--- src/rtl/cpu_debug_ctrl.sv ---
// Run/halt/step debug controller: front-panel buttons, CPU sync/address breakpoints, NMI pulse, monitor register window.
// Optional macro CPU_DEBUG_CYCLE_COUNT_EN adds a 24-bit instruction counter readable through the window.
module cpu_debug_ctrl #(
  parameter int         NUM_BP        = 4,
  parameter logic [7:0] WIN_BASE      = 8'hE0,
  parameter int         STEP_OVERHEAD = 2,
  parameter int         NMI_LEN       = 8
) (
  input  logic              clk,
  input  logic              rst_n,
  input  logic [7:0]        A,
  input  logic              write,
  input  logic [7:0]        Din,
  output logic [7:0]        Dout,
  output logic              win_sel,
  input  logic [15:0]       cpu_addr,
  input  logic              sync,
  input  logic              b_step,
  input  logic              b_runhalt,
  input  logic              b_reset,
  output logic              nmiN,
  output logic              stopped,
  output logic [NUM_BP-1:0] bp_hit
);

  localparam int BP_END = 4 + 2 * NUM_BP;
`ifdef CPU_DEBUG_CYCLE_COUNT_EN
  localparam int WIN_SIZE = BP_END + 3;
`else
  localparam int WIN_SIZE = BP_END;
`endif
  localparam logic [7:0] WIN_SIZE_B = 8'(WIN_SIZE);
  localparam logic [9:0] OVH        = 10'(STEP_OVERHEAD);
  localparam int         NW         = $clog2(NMI_LEN + 1);

  typedef enum logic [2:0] {S_RUN, S_STOPPED, S_ARMED, S_STEPPING, S_RESYNC} state_t;

  state_t              state, state_nx;
  logic                sync_q;
  logic [7:0]          step_count;
  logic [NUM_BP-1:0]   bp_en;
  logic [15:0]         bp_addr [NUM_BP];
  logic [9:0]          step_cnt;
  logic [NW-1:0]       nmi_cnt;
  logic [7:0]          rd_data;

  logic [8:0]          off9;
  logic [7:0]          off;
  logic                wr_en, wr_cmd, sync_rise;
  logic [NUM_BP-1:0]   match, hit_set;
  logic [9:0]          step_target, step_next;
  logic                nmi_req, cnt_clr;

  assign off9      = {1'b0, A} - {1'b0, WIN_BASE};
  assign off       = off9[7:0];
  assign win_sel   = !off9[8] && (off < WIN_SIZE_B);
  assign wr_en     = write && win_sel;
  assign wr_cmd    = wr_en && (off == 8'd0);
  assign sync_rise = sync && !sync_q;

  always_comb begin
    for (int i = 0; i < NUM_BP; i++)
      match[i] = bp_en[i] && (cpu_addr == bp_addr[i]);
  end

  // step_count of 0 behaves as 1; counter saturates rather than wrapping
  assign step_target = OVH + ((step_count == 8'd0) ? 10'd1 : {2'b00, step_count});
  assign step_next   = (step_cnt == 10'h3FF) ? step_cnt : step_cnt + 10'd1;

  always_comb begin
    state_nx = state;
    nmi_req  = 1'b0;
    hit_set  = '0;
    cnt_clr  = 1'b0;
    case (state)
      S_RUN: begin
        if (sync_rise && |match) begin
          hit_set  = match;
          nmi_req  = 1'b1;
          state_nx = S_STOPPED;
        end
        if (b_step || b_runhalt) begin
          nmi_req  = 1'b1;
          state_nx = S_STOPPED;
        end
      end
      S_STOPPED: begin
        if (b_reset)                    state_nx = S_RESYNC;
        else if (b_runhalt)             state_nx = S_RUN;
        else if (b_step)                state_nx = S_ARMED;
        else if (wr_cmd && Din[4])      state_nx = S_RUN;
      end
      S_ARMED: begin
        if (b_reset) state_nx = S_RUN;
        else if (wr_cmd && Din[5]) begin
          state_nx = S_STEPPING;
          cnt_clr  = 1'b1;
        end
      end
      S_STEPPING: begin
        if (b_reset) state_nx = S_RUN;
        else if (sync_rise) begin
          if (step_cnt >= OVH && |match) hit_set = match;
          if ((step_cnt >= OVH && |match) || step_next >= step_target) begin
            nmi_req  = 1'b1;
            state_nx = S_STOPPED;
          end
        end
      end
      S_RESYNC: begin
        if (b_reset) state_nx = S_RUN;
        else if (sync_rise) begin
          nmi_req  = 1'b1;
          state_nx = S_STOPPED;
        end
      end
      default: state_nx = S_RUN;
    endcase
  end

  always_ff @(posedge clk or negedge rst_n) begin
    if (!rst_n) begin
      state    <= S_RUN;
      sync_q   <= 1'b0;
      step_cnt <= '0;
      nmi_cnt  <= '0;
      bp_hit   <= '0;
    end else begin
      state  <= state_nx;
      sync_q <= sync;
      if (cnt_clr) step_cnt <= '0;
      else if (state == S_STEPPING && sync_rise) step_cnt <= step_next;
      // requests arriving while the pulse is active are dropped
      if (nmi_cnt != '0) nmi_cnt <= nmi_cnt - 1'b1;
      else if (nmi_req) nmi_cnt <= NW'(NMI_LEN);
      bp_hit <= ((wr_cmd && Din[7]) ? '0 : bp_hit) | hit_set;
    end
  end

  assign nmiN    = (nmi_cnt == '0);
  assign stopped = (state == S_STOPPED);

  always_ff @(posedge clk or negedge rst_n) begin
    if (!rst_n) begin
      step_count <= 8'd1;
      bp_en      <= '0;
      for (int i = 0; i < NUM_BP; i++) bp_addr[i] <= '0;
    end else if (wr_en) begin
      if (off == 8'd1) step_count <= Din;
      if (off == 8'd2) bp_en <= Din[NUM_BP-1:0];
      for (int i = 0; i < NUM_BP; i++) begin
        if (off == 8'(4 + 2 * i)) bp_addr[i][7:0]  <= Din;
        if (off == 8'(5 + 2 * i)) bp_addr[i][15:8] <= Din;
      end
    end
  end

`ifdef CPU_DEBUG_CYCLE_COUNT_EN
  logic [23:0] icnt;
  logic [15:0] icnt_hi;

  // reading the low byte snapshots the upper bytes for a coherent multi-byte read
  always_ff @(posedge clk or negedge rst_n) begin
    if (!rst_n) begin
      icnt    <= '0;
      icnt_hi <= '0;
    end else begin
      if (wr_cmd && Din[6]) icnt <= '0;
      else if (sync_rise && (state == S_RUN || state == S_STEPPING)) icnt <= icnt + 24'd1;
      if (win_sel && off == 8'(BP_END)) icnt_hi <= icnt[23:8];
    end
  end
`endif

  always_comb begin
    rd_data = 8'h00;
    if (win_sel) begin
      case (off)
        8'd0: rd_data = {stopped, state == S_ARMED, |bp_hit, 5'b00000};
        8'd1: rd_data = step_count;
        8'd2: rd_data = 8'(bp_en);
        8'd3: rd_data = 8'(bp_hit);
        default: begin
          for (int i = 0; i < NUM_BP; i++) begin
            if (off == 8'(4 + 2 * i)) rd_data = bp_addr[i][7:0];
            if (off == 8'(5 + 2 * i)) rd_data = bp_addr[i][15:8];
          end
`ifdef CPU_DEBUG_CYCLE_COUNT_EN
          if (off == 8'(BP_END))     rd_data = icnt[7:0];
          if (off == 8'(BP_END + 1)) rd_data = icnt_hi[7:0];
          if (off == 8'(BP_END + 2)) rd_data = icnt_hi[15:8];
`endif
        end
      endcase
    end
  end

  always_ff @(posedge clk or negedge rst_n) begin
    if (!rst_n) Dout <= 8'h00;
    else        Dout <= rd_data;
  end

endmodule

--- config.mk ---
export PLATFORM = sky130hd
export DESIGN_NAME = cpu_debug_ctrl
export DESIGN_NICKNAME = d
export VERILOG_FILES = /design/src/rtl/cpu_debug_ctrl.sv
export SDC_FILE = /design/constraint.sdc
export NUM_CORES = 1
export LEC_CHECK = 0
export CAP_MARGIN = 15
export CORE_ASPECT_RATIO = 1.5
export CORE_MARGIN = 3
export CORE_UTILIZATION = 45
export DETAILED_ROUTE_END_ITERATION = 7
export GPL_TIMING_DRIVEN = 0
export HOLD_SLACK_MARGIN = 0.12
export PLACE_DENSITY = 0.75
export SLEW_MARGIN = 5
export SYNTH_ARGS = -nofsm -noshare
export SYNTH_HDL_FRONTEND = slang
export SYNTH_SLANG_ARGS = --single-unit
--- constraint.sdc ---
create_clock -name clk -period 3.65 [get_ports clk]
set_clock_uncertainty 0.15 [all_clocks]
set_input_delay 0.9125 -clock clk [delete_from_list [all_inputs] [get_ports clk]]
set_output_delay 0.9125 -clock clk [all_outputs]
set_load 0.02 [all_outputs]
Fig. 1: run 1, zoomed window
Region (64, 25) to (89, 50) microns. Cells in gray, sequential cells in the stronger gray; small squares are vias.
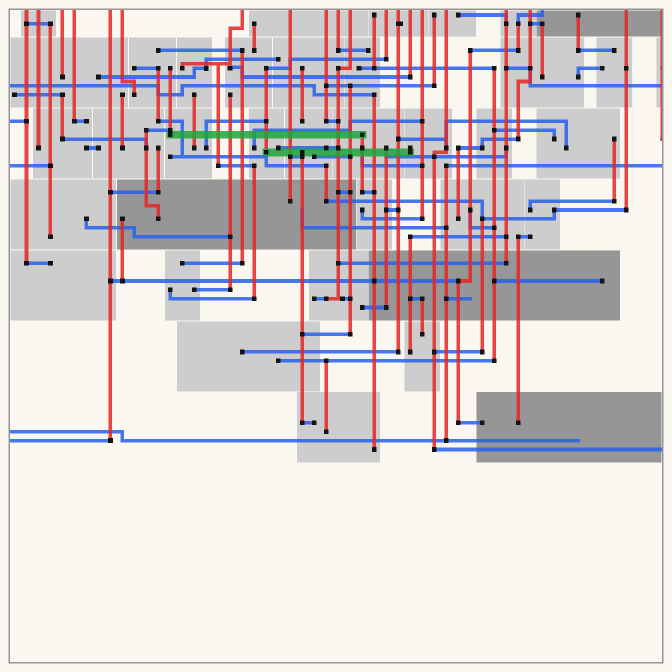
metal 1: drawn in blue. metal 2: drawn in red. metal 3: drawn in green.
Netlist names of flops here include `step_cnt` (3). Most frequent: nand2_1 (5), a21oi_1 (3), nor2_1 (3). Sequential cells in the window: 3. 29 logic cells have their middle in the window.

Fig. 2: run 1, the metal 4 layer
Cells faint in the background.
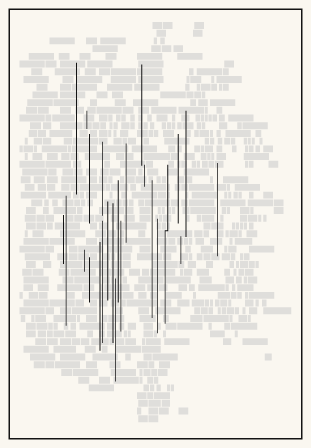
The longest straight run is 49.0 microns. The layer carries 818 microns of wire. The wires run mostly vertical. The layer holds 5.0% of the routed length.

Fig. 3: run 1, floorplan with the power grid
Scale bar: 20 microns. Pins as bars on the die edge. Tap cells in gray.
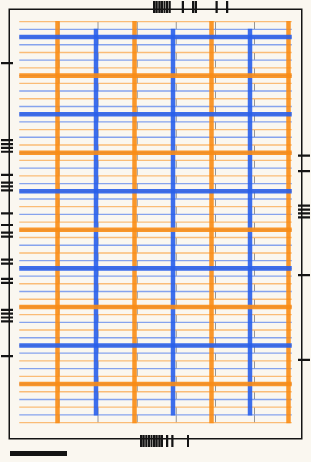
VSS: drawn in orange. VDD: drawn in blue.
53 met1 rails follow the rows. 7 straps on met4. 54 signal pins sit on the boundary. The core has 52 rows.

==> results_slide.txt, run 1 <==
Key Metrics from the Run

Critical path
  – Crit path max-delay family: buffers and inverters
  – Crit path DRT: between 2000 and 3000 ps
  – Startpoint types: primary input
  – Crit Path Class: in -> out
  – Worst Reg2Reg Path Length in Cells: 14
  – Bufs and invs on worst path: 4
  – Slowest Stage Delay on Critical Path: 490 ps
  – CP endpoint kind: output port
  – Worst r2r src: step_cnt[0]$_DFFE_PN0P_
  – CP cell instances: clkdlybuf4s50_1 > ha_1 > nor2_2 > and3_1 > buf_4 > nand2_4 > inv_2 > buf_2

Logic synthesis
  – Mean area per synthesized cell: roughly 11 sq um
  – Count of library flops with an enable pin: 0
  – Ys Warns: 0
  – Synthesis area per yosys: roughly 6300 sq um

Min path
  – Hold Path Cell Cnt: 1
  – Min-Delay Path Class: reg -> reg

Placed design
  – Port bufs: ~40
  – Total placed instance area: roughly 7000 sq um
  – Gpl congestion: about 0.92

STA
  – Final Slew Violations: 0
  – Final Critical Period: ~3500 ps
  – Setup TNS: 0 ps
  – Fin crit share: 0.967
  – Setup violators final: 0

Clock network
  – Post-cts resize count: 9
  – CTS tree: done
  – Clock slew at reported path FFs: approximately 80 ps
  – Clock Sinks: approximately 110
  – Cts hold-fix bufs: 0

Pwr
  – Power Dens Cells: around 400 nW/um^2
  – Power Total: between 3000 and 4000 uW

Routing
  – Routed via count: 4905
  – TritonRoute pass-1 iters: 4
  – Antenna-violating nets left: 0
  – Via/cell ratio: ~6
  – Starting DRT DRC Count: approximately 290
  – # DRC: 0
  – Avg WL per Cell: just over 20 microns

Cells and area
  – Area delta synth->final: 15.8%
  – Final nets: roughly 700

Global route
  – Vias in the first global route: between 5000 and 6000
  – Largest net degree at the start of global routing: between 50 and 60
  – Met2 Use GR: 0.416

Job
  – Max-cap viol count: 0

Floorplanning
  – Row cnt: 52
  – Die Y: around 150 microns
  – Die W: 103 microns
  – IO Count: approximately 54
  – FP Util: 0.464

Run status
  – Status: complete, no violations
[run 1: how the worst max path moves through the flow]
stage                                 start                 endpoint  slack [ps]  cells after the start
finish                                 A[6]                  win_sel         120                      8
global route        step_cnt[0]$_DFFE_PN0P_   nmi_cnt[3]$_DFFE_PN0P_         -20                     14
CTS                                    A[6]                  win_sel          20                      8
detailed placement                     A[5]                  win_sel        -480                      8
global placement                      rst_n  bp_addr[32]$_DFFE_PN0P_       -2410                      1
floorplan           step_cnt[0]$_DFFE_PN0P_   nmi_cnt[3]$_DFFE_PN0P_         360                     14
[run 1: placed cells by master, fill, tap and decap left out, types with 5 or more instances in the layout]
master and instances:
buf_1 7, buf_2 7, dfrtp_1 103, nor2_1 29, mux2_2 75, xor2_1 23, nor4_1 7, o31ai_1 5
nand4_1 17, nand2_1 52, a22o_1 5, a21oi_1 26, o21ai_0 15, ha_1 11, a22oi_1 11, clkbuf_1 13
xnor2_1 56, clkbuf_16 9, nor3_1 15, nor2b_1 6, mux4_2 8, nand2b_1 7, nand3_1 21, and3_1 10
clkdlybuf4s50_1 37
[run 1: cells by family after synthesis]
kind of cell,after synthesis,share of synthesized area
simple gates,194,0.166
flops,106,0.421
mux,88,0.171
compound gates,83,0.0849
xor+xnor,80,0.111
buf+inv,33,0.0228
fa+ha+maj,12,0.0238
[run 1: cell usage after synthesis (all sizes together), types with 4 or more instances]
library cell,count
a21oi,26
a22o,5
a22oi,11
and3,10
buf,15
clkbuf,14
dfrtp,105
ha,12
inv,4
mux2,77
mux4,8
nand2,57
nand2b,7
nand3,22
nand4,17
nor2,36
nor2b,6
nor3,22
nor4,7
o21ai,15
o31ai,5
xnor2,57
xor2,23
[run 1: worst reg2reg max path, stage by stage (launching register included)]
cell,delay [ps]
dfrtp_2,420
ha_2,220
nand3_1,190
nor3_4,280
nand3_4,170
nand2_1,120
xnor2_1,130
ha_1,280
a21o_1,200
a211oi_1,250
o211ai_1,120
a211o_1,330
nand2b_1,160
o221ai_1,190
o22ai_1,110
[run 1: layer usage]
metal	part of all wire	wire, microns
met3	0.033	542
met1	0.36	5940
met4	0.050	817
met2	0.56	9180
met5	0	0
[run 1: final cells by class]
type | count | area, sq um
buffer | 29 | 129
clock inverter | 7 | 105
multi-input combinational | 457 | 3550
tap | 162 | 203
inverter | 4 | 15.0
timing repair buffer | 41 | 419
sequential | 106 | 2660
fill | 1183 | 6300
clock buffer | 9 | 225
[run 1: flip-flops by register name, summed over array words and instances, names as in the netlist]
register and flops:
step_cnt 10, sync_q 1, bp_addr 64, state 3, Dout 8, bp_en 4
bp_hit 4, step_count 8, nmi_cnt 4
[run 1: metrics by stage]
| step | utilization | instances | setup WS [ps] |
|---|---|---|---|
| after floorplan | - | 596 | 359 |
| after global placement | 0.508 | 798 | -2410 |
| after detailed placement | 0.510 | 799 | -481 |
| after CTS | 0.536 | 815 | 23.0 |
| after global routing | 0.537 | 815 | -20.7 |
| final | 0.537 | 815 | 120 |
[run 1: power breakdown]
group	total, uW	switching (uW)	internal (uW)
clock	1060	496	560
combinational	644	373	272
sequential	1300	73.6	1230
## Run 2: what changed since run 1
Settings changed: CORE_MARGIN 3 to 8, RECOVER_POWER set to 25.
Fig. 4: run 2, the metal 4 layer
Cells faint in the background.
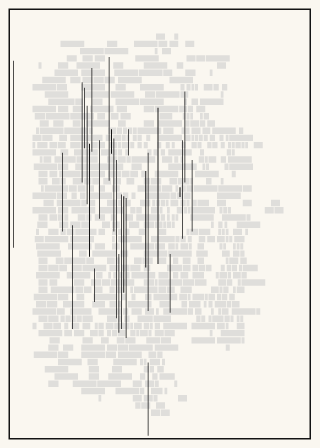
26 nets have wire on it. The layer holds 5.8% of the routed length. The wires run mostly vertical. The longest straight run is 70.0 microns.
routed via count: 4869
final WL: 17.0 mm

==> run 2 against run 1 <==
  * The flow now finishes with violations (capacitance limit, slew limit)
  * Global-route usage fell by 3.0 points
  * Flip-flop count unchanged
  * Sequential share of layout area is essentially flat
  * Cell count rose by 0.49%
  * Utilization is 1.1 points lower
  * First-iteration DRC count rose by 3.4%
  * Worst hold slack got worse by 7.2 ps
  * Critical path type unchanged
==> results_slide.txt, run 2 <==
Key Metrics from the Run

Job
  – Max-cap viol count: 1 (was 0)

Critical path
  – CP cell instances: clkdlybuf4s50_1 > ha_1 > nor2_2 > and3_1 > buf_4 > nand2_4 > inv_2 > buf_2 (unchanged)
  – CP endpoint kind: output port (unchanged)
  – Slowest Stage Delay on Critical Path: 480 ps (was 490 ps)
  – Crit Path Class: in -> out (unchanged)

Floorplanning
  – Row cnt: 53 (was 52)
  – FP Util: 0.455 (was 0.464)

Cells and area
  – Largest regs: bp_addr: 64 flops, step_cnt: 10 flops (unchanged)
  – Max reg flops: 64 (unchanged)
  – Area delta synth->final: 15.6% (was 15.8%)

Min path
  – Min-Delay Path Class: reg -> reg (unchanged)

Logic synthesis
  – Main logic family: multiplexers (unchanged)
  – FA/HA/MAJ Cells, Area Fraction: 0.0238 (unchanged)
  – Mux frac, synth: 0.171 (unchanged)
  – Ys Warns: 0 (unchanged)
  – XOR Share, Synth: 0.111 (unchanged)

STA
  – Fin crit share: 0.962 (was 0.967)
  – Final Slew Violations: 38 (was 0)

Run status
  – Failing checks: capacitance limit, slew limit
  – Status: finished, violations left (was complete, no violations)
Fig. 5: run 2, routed metal, one color a layer
Only two layers are drawn.
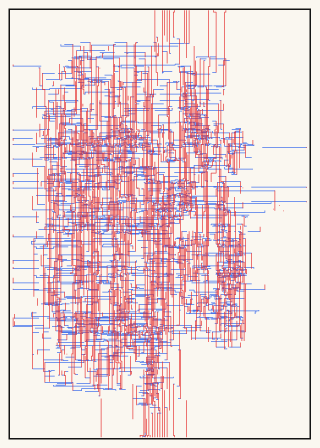
metal 1: drawn in blue, wire length 6130 microns. metal 2: drawn in red, wire length 9310 microns.
Avg WL per Cell: 20.8 microns
Tot GR Track Use: 0.193

-- run 2: netlist changes by cell type in the layout (fill, tap and decap cells not counted) --
cell / previous run / this run
nand3_4: 1 / 0
dfrtp_1: 103 / 105
clkinvlp_4: 0 / 1
clkdlybuf4s50_1: 37 / 36
inv_6: 0 / 1
dlygate4sd3_1: 0 / 1
clkinv_8: 2 / 1
clkbuf_1: 13 / 14
ha_1: 11 / 12
inv_8: 3 / 0
clkbuf_8: 0 / 2
ha_2: 1 / 0
dfrtp_2: 2 / 0
nand3_2: 0 / 1
-- run 2: through the flow --
step	total power (uW)	util
2_1_floorplan	1730	-
3_3_place_gp	1920	0.499
3_5_place_dp	1960	0.501
4_1_cts	3000	0.525
5_1_grt	3130	0.526
6_report	2980	0.526
-- run 2: cells by family after synthesis --
logic type,count (synthesis)
adders and majority gates,12
buffers and inverters,33
and+or+nand+nor,194
muxes,88
DFF,106
AOI/OAI and AO/OA,83
xor gates and xnor gates,80
-- run 2: repair_timing --
item                       CTS  global route
setup endpoints to repair    2             2
gates resized                8             3
buffers inserted             0             1
cloned                       0             0
pin swaps                    0             2
-- run 2: report_power, final --
group          total [uW]  switching [uW]  internal [uW]
Sequential           1300            71.3           1230
Clock                1040             464            579
Combinational         643             371            272
-- run 2: final cells by class --
class                      instances  area, sq um
tap                              165          206
fill                            1217         6570
inverter                           4         15.0
multi-input combinational        457         3540
clock buffer                      11          253
timing repair buffer              42          423
sequential                       106         2650
clock inverter                     5         71.3
buffer                            29          129
-- run 2: worst paths after layout --
check,startpoint,to,depth (start not counted)
worst max-delay path,A[6],win_sel,8
worst min-delay path,nmi_cnt[0]$_DFFE_PN0P_,nmi_cnt[0]$_DFFE_PN0P_,1
worst max register to register,step_cnt[0]$_DFFE_PN0P_,nmi_cnt[3]$_DFFE_PN0P_,14
worst min register to register,nmi_cnt[0]$_DFFE_PN0P_,nmi_cnt[0]$_DFFE_PN0P_,1
max in group asynchronous,rst_n,step_count[0]$_DFFE_PN1P_,2
min in group asynchronous,rst_n,bp_addr[37]$_DFFE_PN0P_,1
-- run 2: layer usage --
metal / share of wire / GRT usage / routed length (microns) / up-vias
li1: - / - / - / 2252
met1: 0.36 / 0.197 / 6130 / 2380
met2: 0.55 / 0.357 / 9310 / 172
met3: 0.036 / 0.0284 / 607 / 65
met4: 0.057 / 0.125 / 979 / 0
met5: 0 / 0 / 0 / -
-- run 2: critical path: cells and delay by family --
kind	cells	cell delay [ps]
simple gates	3	410
buf+inv	4	890
fa+ha+maj	1	240
## Run 3: what changed since run 2
Settings changed: CORE_UTILIZATION 45 to 59, PLACE_DENSITY 0.75 to 0.91, RECOVER_POWER 25 to 100, SLEW_MARGIN 5 to 20.
Fig. 6: run 3, track usage over the die
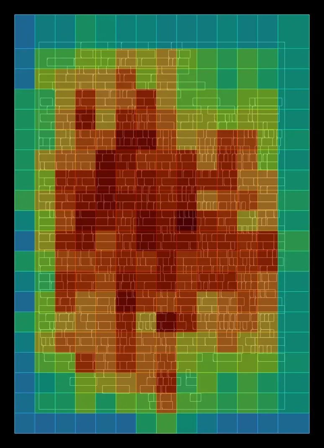
met3 usage: 0.0458
fin util: 0.690
met1 Resource Use GR: 0.269

==> run 3 against run 2 <==
  * Cell count fell by 2.4%
  * Maximum frequency down 2.2%
  * Power is essentially flat
  * Register-to-register slack better by 60 ps
  * Critical path depth unchanged
  * Sequential share of layout area increased by 0.34 points
  * Flip-flop count did not move
  * The flow still finishes with violations (capacitance limit, slew limit)
  * Synthesized cell count did not move
==> results_slide.txt, run 3 <==
Key Metrics from the Run

Routing
  – Routed via count: 5160 (was 4869)
  – Antenna-violating nets left: 0 (unchanged)
  – # DRC: 0 (unchanged)
  – Avg WL per Cell: 21.9 microns (was 20.8 microns)
  – Via/cell ratio: 6.46 (was 5.95)
  – TritonRoute pass-1 iters: 5 (unchanged)
  – Final WL: 17.5 mm (was 17.0 mm)

Placed design
  – Gpl congestion: 0.960 (was 0.935)
  – Total placed instance area: 6920 sq um (was 6940 sq um)

Global route
  – Tot GR Track Use: 0.256 (was 0.193)
  – Largest net degree at the start of global routing: 77 (was 70)

Cells and area
  – Top cells excl fill/tap: 103 x dfrtp_1, 74 x mux2_2, 56 x xnor2_1 (was 105 x dfrtp_1, 75 x mux2_2, 56 x xnor2_1)
  – Max reg flops: 64 (unchanged)
  – Most frequent logic cell in the layout: dfrtp_1 (unchanged)
  – Fillers: 772 (was 1217)
  – Final nets: 701 (was 700)
  – Area delta synth->final: 14.7% (was 15.6%)
  – Largest reg by FF count: bp_addr (unchanged)
  – Largest regs: bp_addr: 64 flops, step_cnt: 10 flops (unchanged)

Critical path
  – CP endpoint kind: register (was output port)
  – Startpoint types: primary input (unchanged)

STA
  – Final Slew Violations: 31 (was 38)
  – Fin crit share: 0.984 (was 0.962)
  – Setup violators final: 0 (unchanged)
  – Final Critical Period: 3590 ps (was 3510 ps)
  – Setup TNS: 0 ps (unchanged)

Run status
  – Status: finished, violations left (unchanged)
  – Failing checks: capacitance limit, slew limit (unchanged)

Logic synthesis
  – Mean area per synthesized cell: 10.6 sq um (unchanged)
  – Commonest cells post-synth: 105 x dfrtp_1, 75 x mux2_2, 57 x xnor2_1, 52 x nand2_1, 30 x nor2_1 (unchanged)
  – Ys Warns: 0 (unchanged)
  – Count of library flops with an enable pin: 0 (unchanged)
  – Synthesis area per yosys: 6310 sq um (unchanged)

Job
  – Max-cap viol count: 1 (unchanged)

Pwr
  – Sequential power share: 0.435 (about the same)
  – Sw Pwr: 938 uW (was 905 uW)
  – Clk pwr share: 0.349 (was 0.350)
  – Net Sw Frac: 0.314 (was 0.303)
  – Comb pwr share: 0.216 (was 0.215)
  – Power Total: 2990 uW (was 2980 uW)

Floorplanning
  – FP Util: 0.602 (was 0.455)
  – IO Count: 54 (unchanged)

Clock network
  – Clock slew at reported path FFs: 70 ps (about the same)
  – CTS tree: done (unchanged)
  – Clock Sinks: 106 (unchanged)
Fig. 7: run 3, floorplan with the power grid
Scale bar: 20 microns. Pins as bars on the die edge. Tap cells in gray.
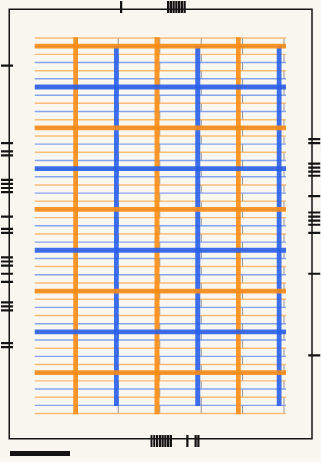
Core Area: 10500 sq um
peak supply drop: 290 uV
Die W: 100 microns
Die Y: 143 microns

-- run 3: cell counts after synthesis --
Identical to the previous run, type by type.
-- run 3: path summary, 6_finish.rpt --
check	cells past startpoint	from	endpoint	slack [ps]
max in group asynchronous	2	rst_n	step_count[0]$_DFFE_PN1P_	1300
setup / recovery	8	A[6]	bp_addr[57]$_DFFE_PN0P_	60
min in group asynchronous	1	rst_n	step_cnt[4]$_DFFE_PN0P_	880
hold / removal	1	nmi_cnt[0]$_DFFE_PN0P_	nmi_cnt[0]$_DFFE_PN0P_	360
setup reg to reg	14	step_cnt[0]$_DFFE_PN0P_	nmi_cnt[3]$_DFFE_PN0P_	250
hold reg to reg	1	nmi_cnt[0]$_DFFE_PN0P_	nmi_cnt[0]$_DFFE_PN0P_	360
-- run 3: timing repair --
action,CTS,global route
endpoints found under the setup margin,3,2
pin swaps,0,2
hold buffers,0,0
buffers inserted,0,2
gates resized,9,5
-- run 3: final cells by class --
| cell class | instances | area (sq um) | area share |
|---|---|---|---|
| plain buffers | 29 | 129 | 0.0178 |
| clock buffers | 9 | 225 | 0.0311 |
| well taps | 144 | 180 | 0.0249 |
| flip-flops and latches | 106 | 2660 | 0.367 |
| multi-input cells | 457 | 3500 | 0.484 |
| clock inverters | 7 | 92.6 | 0.0128 |
| inverters | 4 | 15.0 | 0.00208 |
| repair buffers | 43 | 430 | 0.0595 |
-- run 3: per-stage QoR --
| stage | hold slack (ps) | setup WS (ps) | instances |
|---|---|---|---|
| finish | 356 | 59.2 | 799 |
| global route | 387 | 11.5 | 799 |
| CTS | 283 | 16.4 | 797 |
| detailed placement | 345 | -491 | 781 |
| global placement | 324 | -2270 | 780 |
| floorplan | 309 | 359 | 596 |
-- run 3: cells by family after synthesis --
family / count (synthesis) / synth area share
multiplexers: 88 / 0.171
flip-flops: 106 / 0.421
AND-OR/OR-AND: 83 / 0.0849
buffers and inverters: 33 / 0.0228
AND/OR/NAND/NOR: 194 / 0.166
adder cells (fa/ha/maj): 12 / 0.0238
XOR/XNOR: 80 / 0.111
-- run 3: layer usage --
| layer | track usage | part of all wire |
|---|---|---|
| met3 | 0.0458 | 0.053 |
| met5 | 0 | 0 |
| met4 | 0.170 | 0.060 |
| met1 | 0.269 | 0.36 |
| met2 | 0.453 | 0.53 |
-- run 3: power groups by stage --
stage / Clock, uW / Combinational (uW) / Sequential (uW)
after detailed placement: 0 / 633 / 1320
after floorplan: 0 / 426 / 1300
final: 1040 / 646 / 1300
after global placement: 0 / 595 / 1310
after CTS: 1040 / 646 / 1300
after global routing: 1100 / 715 / 1310
-- run 3: critical path: stages --
cell and delay (ps):
clkdlybuf4s50_1 510, ha_1 250, nor2_2 130, nand3_1 150, nor3b_2 730, nand2_2 270, nor2_4 330, mux2_2 390
Power is estimated from default activity; no workload was simulated.
